--- config.mk ---
export PLATFORM = sky130hd
export DESIGN_NAME = pci_defsm_addr_decode
export DESIGN_NICKNAME = d
export VERILOG_FILES = /design/src/rtl/pci_defsm_addr_decode.sv
export SDC_FILE = /design/constraint.sdc
export NUM_CORES = 1
export LEC_CHECK = 0
export ABC_AREA = 1
export CORE_MARGIN = 2
export CORE_UTILIZATION = 38
export CTS_CLUSTER_DIAMETER = 200
export CTS_CLUSTER_SIZE = 8
export DETAILED_ROUTE_END_ITERATION = 8
export PLACE_DENSITY = 0.82
export SKIP_LAST_GASP = 1
export SLEW_MARGIN = 10
export SYNTH_ARGS = -nofsm -noshare
export SYNTH_HDL_FRONTEND = slang
export SYNTH_SLANG_ARGS = --single-unit
export TNS_END_PERCENT = 100
--- constraint.sdc ---
create_clock -name PHY_CLK33_I -period 1.36 [get_ports PHY_CLK33_I]
set_input_delay 0.136 -clock PHY_CLK33_I [delete_from_list [all_inputs] [get_ports PHY_CLK33_I]]
set_output_delay 0.136 -clock PHY_CLK33_I [all_outputs]
set_load 0.02 [all_outputs]
--- src/rtl/pci_defsm_addr_decode.sv ---
// ---------------------------------------------------------------------------
// pci_defsm_addr_decode
//
// Upstream dispatch stage of the PCI target decode FSM. Watches for the PCI
// address phase (a FRAME# falling edge seen while idle), latches address and
// command, and classifies the transaction:
//   - Type-0 configuration cycle  -> config/interrupt manager
//   - memory cycle hitting BAR0   -> memory handler
//   - anything else               -> ignored (no DEVSEL is ever claimed)
// The selected handler gets a one-cycle start pulse. The FSM then waits for
// that handler's end pulse (bounded by a timeout), and finally waits for the
// bus to go idle before accepting a new address phase.
//
// Handshake: start and end are single-cycle pulses, with no ready side. A
// start is issued exactly once per claimed transaction. Only the end pulse
// of the selected handler is honoured, and only while waiting for it. A
// pulse on the other handler's end input, or one arriving in any other
// state, is dropped.
//
// Ports
//   PHY_CLK33_I            33 MHz PCI clock
//   PHY_RSTn_I             asynchronous active-low reset
//   INT_FRAMEn_I           synchronised FRAME#
//   INT_IRDYn_I            synchronised IRDY#
//   INT_IDSEL_I            IDSEL for this slot
//   CFG_AD_I[31:0]         AD bus
//   CFG_CBEn_I[3:0]        C/BE# (command during the address phase)
//   CFG_REG_0x04_MEM_EN_I  command register memory-space enable
//   BAR0_BASE_I[31:0]      BAR0 value from config space
//   DEFSM_ADD2INTMNG_O     start pulse to the config/interrupt manager
//   DEFSM_INTMNG_END_I     end pulse from the config/interrupt manager
//   DEFSM_ADD2MEM_O        start pulse to the memory handler
//   DEFSM_MEM_END_I        end pulse from the memory handler
//   DEFSM_ADDR_O[31:0]     latched address, held until the next address phase
//   DEFSM_CMD_O[3:0]       latched command (C/BE# inverted)
//   DEFSM_BUSY_O           high in every state except IDLE
//   DEFSM_ABORT_O          one-cycle pulse when a handler times out
//   DEFSM_STATE_O[2:0]     current FSM state, for debug and assertion binding
// ---------------------------------------------------------------------------
module pci_defsm_addr_decode #(
  parameter int BAR0_SIZE_LOG2 = 12,  // 4..31
  parameter int TIMEOUT_CYC    = 64   // 2..255
) (
  input  logic        PHY_CLK33_I,
  input  logic        PHY_RSTn_I,
  input  logic        INT_FRAMEn_I,
  input  logic        INT_IRDYn_I,
  input  logic        INT_IDSEL_I,
  input  logic [31:0] CFG_AD_I,
  input  logic [3:0]  CFG_CBEn_I,
  input  logic        CFG_REG_0x04_MEM_EN_I,
  input  logic [31:0] BAR0_BASE_I,
  output logic        DEFSM_ADD2INTMNG_O,
  input  logic        DEFSM_INTMNG_END_I,
  output logic        DEFSM_ADD2MEM_O,
  input  logic        DEFSM_MEM_END_I,
  output logic [31:0] DEFSM_ADDR_O,
  output logic [3:0]  DEFSM_CMD_O,
  output logic        DEFSM_BUSY_O,
  output logic        DEFSM_ABORT_O,
  output logic [2:0]  DEFSM_STATE_O
);

  localparam logic [2:0] ST_IDLE       = 3'd0;
  localparam logic [2:0] ST_DECODE     = 3'd1;
  localparam logic [2:0] ST_WAIT_CFG   = 3'd2;
  localparam logic [2:0] ST_WAIT_MEM   = 3'd3;
  localparam logic [2:0] ST_IGNORE     = 3'd4;
  localparam logic [2:0] ST_TURNAROUND = 3'd5;

  localparam logic [7:0] TMO_LAST = 8'(TIMEOUT_CYC - 1);

  logic [2:0] state;
  logic       frame_q;
  logic       cfg_hit_q;
  logic       mem_hit_q;
  logic [7:0] tmo_cnt;

  logic [3:0] cmd;
  logic       addr_ev;
  logic       cfg_hit;
  logic       mem_hit;
  logic       bar_match;
  logic       bus_idle;

  // BAR0 bits below the window size are address offsets and never compared.
  logic       unused_bar_bits;
  assign unused_bar_bits = ^BAR0_BASE_I[BAR0_SIZE_LOG2-1:0];

  assign cmd      = ~CFG_CBEn_I;
  assign bus_idle = INT_FRAMEn_I && INT_IRDYn_I;

  // frame_q resets to 0, so a FRAME# already low when reset releases does
  // not look like a falling edge; FRAME# must be seen high first.
  assign addr_ev  = (state == ST_IDLE) && frame_q && !INT_FRAMEn_I;

  assign bar_match = (CFG_AD_I[31:BAR0_SIZE_LOG2] == BAR0_BASE_I[31:BAR0_SIZE_LOG2]);

  always_comb begin
    cfg_hit = 1'b0;
    mem_hit = 1'b0;
    // Type-0 config read/write: IDSEL asserted and AD[1:0] == 00.
    if ((cmd == 4'b1010 || cmd == 4'b1011) && INT_IDSEL_I && CFG_AD_I[1:0] == 2'b00)
      cfg_hit = 1'b1;
    // Memory read/write, read multiple, read line, write-and-invalidate.
    // DAC (1101) is deliberately absent.
    case (cmd)
      4'b0110, 4'b0111, 4'b1100, 4'b1110, 4'b1111:
        mem_hit = CFG_REG_0x04_MEM_EN_I && bar_match;
      default: mem_hit = 1'b0;
    endcase
  end

  always_ff @(posedge PHY_CLK33_I or negedge PHY_RSTn_I) begin
    if (!PHY_RSTn_I) begin
      state              <= ST_IDLE;
      frame_q            <= 1'b0;
      cfg_hit_q          <= 1'b0;
      mem_hit_q          <= 1'b0;
      tmo_cnt            <= 8'd0;
      DEFSM_ADDR_O       <= 32'd0;
      DEFSM_CMD_O        <= 4'd0;
      DEFSM_ADD2INTMNG_O <= 1'b0;
      DEFSM_ADD2MEM_O    <= 1'b0;
      DEFSM_ABORT_O      <= 1'b0;
    end else begin
      frame_q            <= INT_FRAMEn_I;
      // Pulses are high for one cycle only; they default low every cycle.
      DEFSM_ADD2INTMNG_O <= 1'b0;
      DEFSM_ADD2MEM_O    <= 1'b0;
      DEFSM_ABORT_O      <= 1'b0;

      case (state)
        ST_IDLE: begin
          if (addr_ev) begin
            DEFSM_ADDR_O <= CFG_AD_I;
            DEFSM_CMD_O  <= cmd;
            cfg_hit_q    <= cfg_hit;
            mem_hit_q    <= mem_hit;
            state        <= ST_DECODE;
          end
        end

        ST_DECODE: begin
          tmo_cnt <= 8'd0;
          if (cfg_hit_q) begin
            DEFSM_ADD2INTMNG_O <= 1'b1;
            state              <= ST_WAIT_CFG;
          end else if (mem_hit_q) begin
            DEFSM_ADD2MEM_O <= 1'b1;
            state           <= ST_WAIT_MEM;
          end else begin
            state <= ST_IGNORE;
          end
        end

        // An end pulse on the timeout cycle wins: no abort is raised.
        ST_WAIT_CFG: begin
          if (DEFSM_INTMNG_END_I) begin
            state <= ST_TURNAROUND;
          end else if (tmo_cnt == TMO_LAST) begin
            DEFSM_ABORT_O <= 1'b1;
            state         <= ST_TURNAROUND;
          end else begin
            tmo_cnt <= tmo_cnt + 8'd1;
          end
        end

        ST_WAIT_MEM: begin
          if (DEFSM_MEM_END_I) begin
            state <= ST_TURNAROUND;
          end else if (tmo_cnt == TMO_LAST) begin
            DEFSM_ABORT_O <= 1'b1;
            state         <= ST_TURNAROUND;
          end else begin
            tmo_cnt <= tmo_cnt + 8'd1;
          end
        end

        ST_IGNORE, ST_TURNAROUND: begin
          if (bus_idle)
            state <= ST_IDLE;
        end

        default: state <= ST_IDLE;
      endcase
    end
  end

  assign DEFSM_BUSY_O  = (state != ST_IDLE);
  assign DEFSM_STATE_O = state;

endmodule
Figure 1. Selected gate families (run 1).
(6 px per micron)
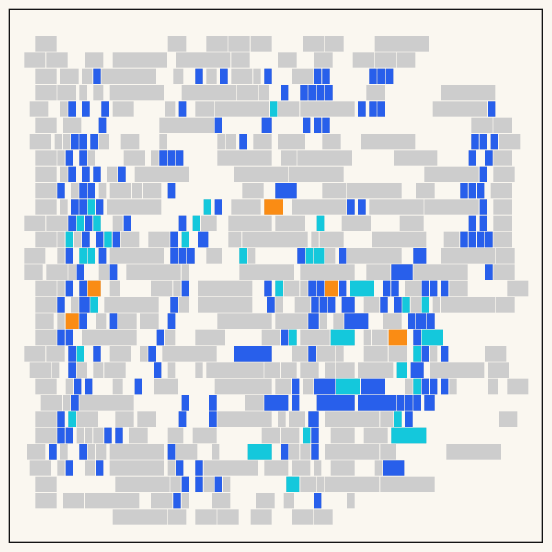
Key: nor cells = cyan [cells 34]; nand cells = blue [cells 179, where all over the die]; and/or cells = orange [cells 5]
fraction of standard cell area in multi-input logic: 29.1%
Non-Filler Instances: 610
most common cell after layout, fill and taps aside: nand2_1

Figure 2. Routed clock nets over the placement (run 1).
(4 px per micron)
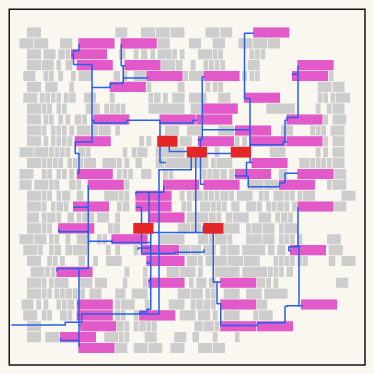
Key: flip-flops = magenta [count 53]; clock drivers = red [count 5]; clock wires = blue [length 650 microns]
Position of the flops: all over the die. There are 6 routed clock nets.

==> reports/highlights.md, run 1 <==
* finished with violations — run status
* setup timing — failing checks
* 39.6% — Core Util at FP
* 63.5% — final core area utilization
* 38 — largest net degree at the start of global routing
* 4360 sq um — Layout Cell Area excl Fill
* -0.154 ns — dpl ws
* 4060 sq um — Post-DP Area
* 115 — DRT iter0 DRCs
* 2859 — via total after detailed routing
* clkbuf_8 — cell at the root of the clock tree
* DEFSM_STATE_O[2] — Critical R2R Launch
* -0.00498 ns — Final TNS setup
* 0.460% — adder share
* reg2reg — worst setup path class
* 0 — Fin. Hold Viols
* nand2_1, clkdlybuf4s50_1, dfrtp_1, inv_1, dlygate4sd2_1 — Top Layout Cells
* 1 — number of endpoints failing setup at the final stage
* 0.843 — Final GP Congestion
* 0 — number of antenna violations at the first check in global routing
* -0.00498 ns — final worst-path setup slack
* 0.00230 uW — Leak Pwr
* in2async — class of the tightest hold or removal check
* 48.8% — Synth top area share
Figure 3. Track usage over the die (run 1).
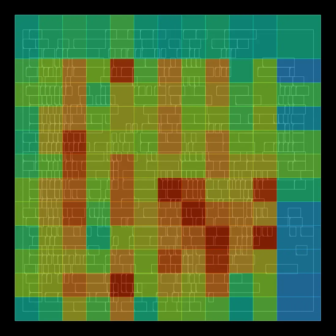
met2 global-route usage: 34.7%
routed length per placed instance: 12.8 microns

run 1: metal layers:
metal	up-vias	track usage, %	part of all wire [%]	wire (microns)
li1	1415	-	-	-
met2	125	34.7	51	3980
met3	12	6.81	8.0	620
met5	-	0	0	0
met4	0	5.51	1.8	139
met1	1307	22.4	39	3050
run 1: power breakdown:
part	leakage (uW)	total, uW	internal [uW]	switching, uW
sequential	0.000681	2420	2100	317
clock	0.0000558	1090	557	528
combinational	0.00156	3160	1310	1850
total	0.00230	6660	3970	2690
run 1: sequential cells by signal, summed over array words and instances, names as in the netlist:
register,cells
tmo_cnt,8
cfg_hit_q,1
DEFSM_ADDR_O,32
frame_q,1
DEFSM_ABORT_O,1
mem_hit_q,1
DEFSM_STATE_O,3
DEFSM_ADD2INTMNG_O,1
DEFSM_ADD2MEM_O,1
DEFSM_CMD_O,4
run 1: area by class of cell:
| class | count | area [sq um] | area share [%] |
|---|---|---|---|
| inverters | 55 | 214 | 4.91 |
| repair buffers | 137 | 1320 | 30.2 |
| clock inverters | 2 | 38.8 | 0.890 |
| clock buffers | 6 | 72.6 | 1.66 |
| multi-input cells | 261 | 1270 | 29.1 |
| well taps | 96 | 120 | 2.75 |
| flip-flops and latches | 53 | 1330 | 30.5 |
run 1: worst min-delay path by stage:
stage | start | endpoint | slack, ns | cells past startpoint
2_1_floorplan | PHY_RSTn_I | DEFSM_ABORT_O | -0.16 | 0
3_3_place_gp | PHY_RSTn_I | DEFSM_ADDR_O[10] | -0.002 | 1
3_5_place_dp | PHY_RSTn_I | DEFSM_ADDR_O[2] | -0.004 | 1
4_1_cts | PHY_RSTn_I | DEFSM_ADDR_O[10] | 0.21 | 2
5_1_grt | PHY_RSTn_I | DEFSM_ADDR_O[10] | 0.20 | 2
6_report | PHY_RSTn_I | DEFSM_ADDR_O[2] | 0.20 | 2
Figure 4. Zoomed window (run 1).
Window x 29 to 59, y 12 to 42 microns. Cells in gray, sequential cells in the stronger gray; small squares are vias.
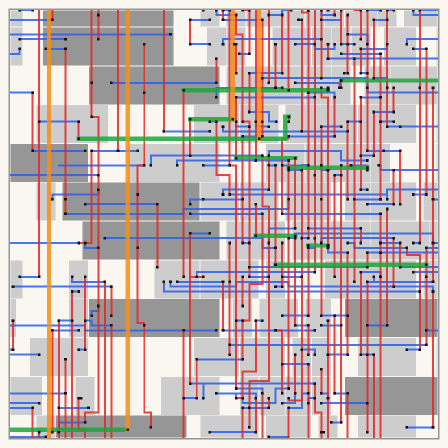

==> run 1 -> run 2 <==
--- a/config.mk
+++ b/config.mk
@@ -12,6 +12,7 @@
 export CTS_CLUSTER_SIZE = 8
 export DETAILED_ROUTE_END_ITERATION = 8
 export PLACE_DENSITY = 0.82
+export RECOVER_POWER = 25
 export SKIP_LAST_GASP = 1
 export SLEW_MARGIN = 10
 export SYNTH_ARGS = -nofsm -noshare
Figure 5. Zoomed window (run 2).
Window x 29 to 59, y 12 to 42 microns. Cells in gray, sequential cells in the stronger gray; small squares are vias.
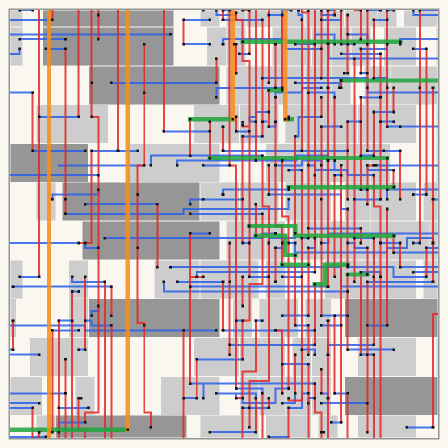
Key: metal 4 = orange; metal 2 = red; metal 3 = green; metal 1 = blue
Sequential cells in the window: 9. 71 logic cells have their middle in the window. Most frequent: nand2_1 (15), dfrtp_1 (7), buf_4 (6). Netlist names of flops here include DEFSM_ADDR_O (4), DEFSM_STATE_O (3), tmo_cnt (2).

Figure 6. Selected gate families (run 2).
(6 px per micron)
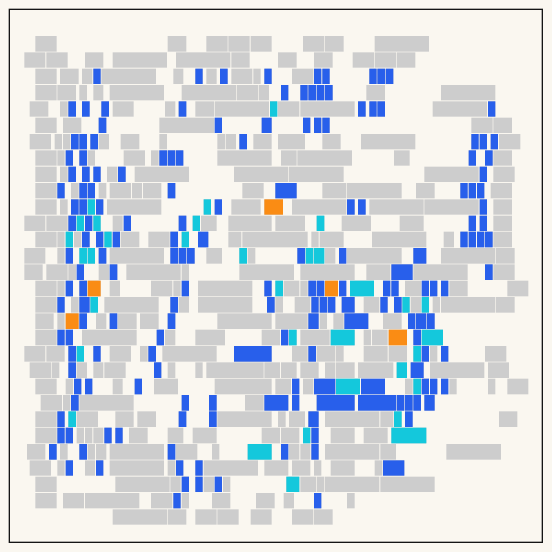
Key: and/or cells = orange [cells 5]; nor cells = cyan [cells 34]; nand cells = blue [cells 179, where all over the die]

==> run 2 against run 1 <==
  * The run still ends with setup timing left
  * Sequential cell count is the same
  * Largest power group unchanged
  * Cell count did not move
  * Clock-buffer cell count stayed put
  * Maximum frequency about the same
  * Synthesized cell count unchanged
  * Critical path depth unchanged
  * Global-route usage unchanged
==> reports/highlights.md, run 2 <==
* -0.00500 ns — final worst-path setup slack, was -0.00498 ns
* 0.00229 uW — Leak Pwr, was 0.00230 uW
* 1 — number of endpoints failing setup at the final stage, unchanged
* 0.843 — Final GP Congestion, unchanged
* 32 — number of flip-flops under the largest register name, unchanged
* finished with violations — run status, unchanged
* DEFSM_ADDR_O: 32 flops, tmo_cnt: 8 flops, DEFSM_CMD_O: 4 flops — largest registers ranked by flip-flop count, unchanged
* 3070 microns — routed metal-1 wirelength, was 3050 microns
* nand2_1, clkdlybuf4s50_1, dfrtp_1, inv_1, dlygate4sd2_1 — Top Layout Cells, unchanged
* 626 microns — total length of routed met3 wires, was 620 microns
* 4060 sq um — Post-DP Area, unchanged
* in2async — class of the tightest hold or removal check, unchanged
* 115 — DRT iter0 DRCs, unchanged
* clkbuf_8 — cell at the root of the clock tree, unchanged
* DEFSM_ADDR_O — register with the most flip-flops, unchanged
* 4340 sq um — Layout Cell Area excl Fill, was 4360 sq um
* 2853 — via total after detailed routing, was 2859
* setup timing — failing checks, unchanged
* 0 — Fin. Hold Viols, unchanged
* DEFSM_STATE_O[2] — Critical R2R Launch, unchanged
* 38 — largest net degree at the start of global routing, unchanged
Figure 7. Track usage over the die (run 2).
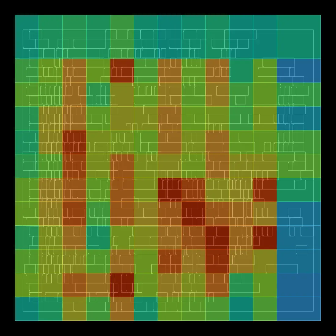
met3 Track Usage GR: 6.81%
grt peak-use layer: met2
final core area utilization: 63.2%
met1 Usage GRT: 22.4%
routed length per placed instance: 12.8 microns

-- run 2: cell families after synthesis --
logic type | after synthesis | share of synthesized area [%]
flip-flops | 53 | 48.8
AND-OR/OR-AND | 40 | 8.10
buffers and inverters | 63 | 9.39
XOR/XNOR | 2 | 0.644
adder cells (fa/ha/maj) | 1 | 0.460
AND/OR/NAND/NOR | 216 | 32.6
-- run 2: power by group --
part | total (uW) | internal (uW) | leakage (uW) | switching (uW)
registers | 2420 | 2100 | 0.000681 | 317
clock network | 1090 | 557 | 0.0000558 | 530
logic | 3150 | 1300 | 0.00155 | 1850
-- run 2: what timing repair did --
item,CTS,global route
setup endpoints to repair,58,50
hold buffers,1,0
gates resized,53,35
cloned,1,2
hold endpoints to repair,53,0
buffers inserted,1,6
pin swaps,3,19
-- run 2: metrics by stage --
| step | worst slack (ns) | utilization (%) | TNS [ns] |
|---|---|---|---|
| detailed placement | -0.154 | 59.1 | -4.95 |
| global route | -0.0730 | 63.2 | -1.15 |
| global placement | -0.0558 | 59.1 | -1.85 |
| CTS | -0.0855 | 60.8 | -0.205 |
| floorplan | 0.0155 | - | 0 |
| finish | -0.00500 | 63.2 | -0.00500 |
-- run 2: worst min-delay path by stage --
stage | end
after floorplan | DEFSM_ABORT_O
after global placement | DEFSM_ADDR_O[10]
after detailed placement | DEFSM_ADDR_O[2]
after CTS | DEFSM_ADDR_O[10]
after global routing | DEFSM_ADDR_O[10]
final | DEFSM_ADDR_O[10]
-- run 2: layout make-up --
type,count,area (sq um),area share (%)
Clock buffer,6,72.6,1.67
Inverter,55,214,4.93
Clock inverter,2,38.8,0.893
Timing Repair Buffer,137,1300,30.0
Tap cell,96,120,2.76
Multi-Input combinational cell,261,1270,29.2
Sequential cell,53,1330,30.6
Power and IR drop assume default switching activity.
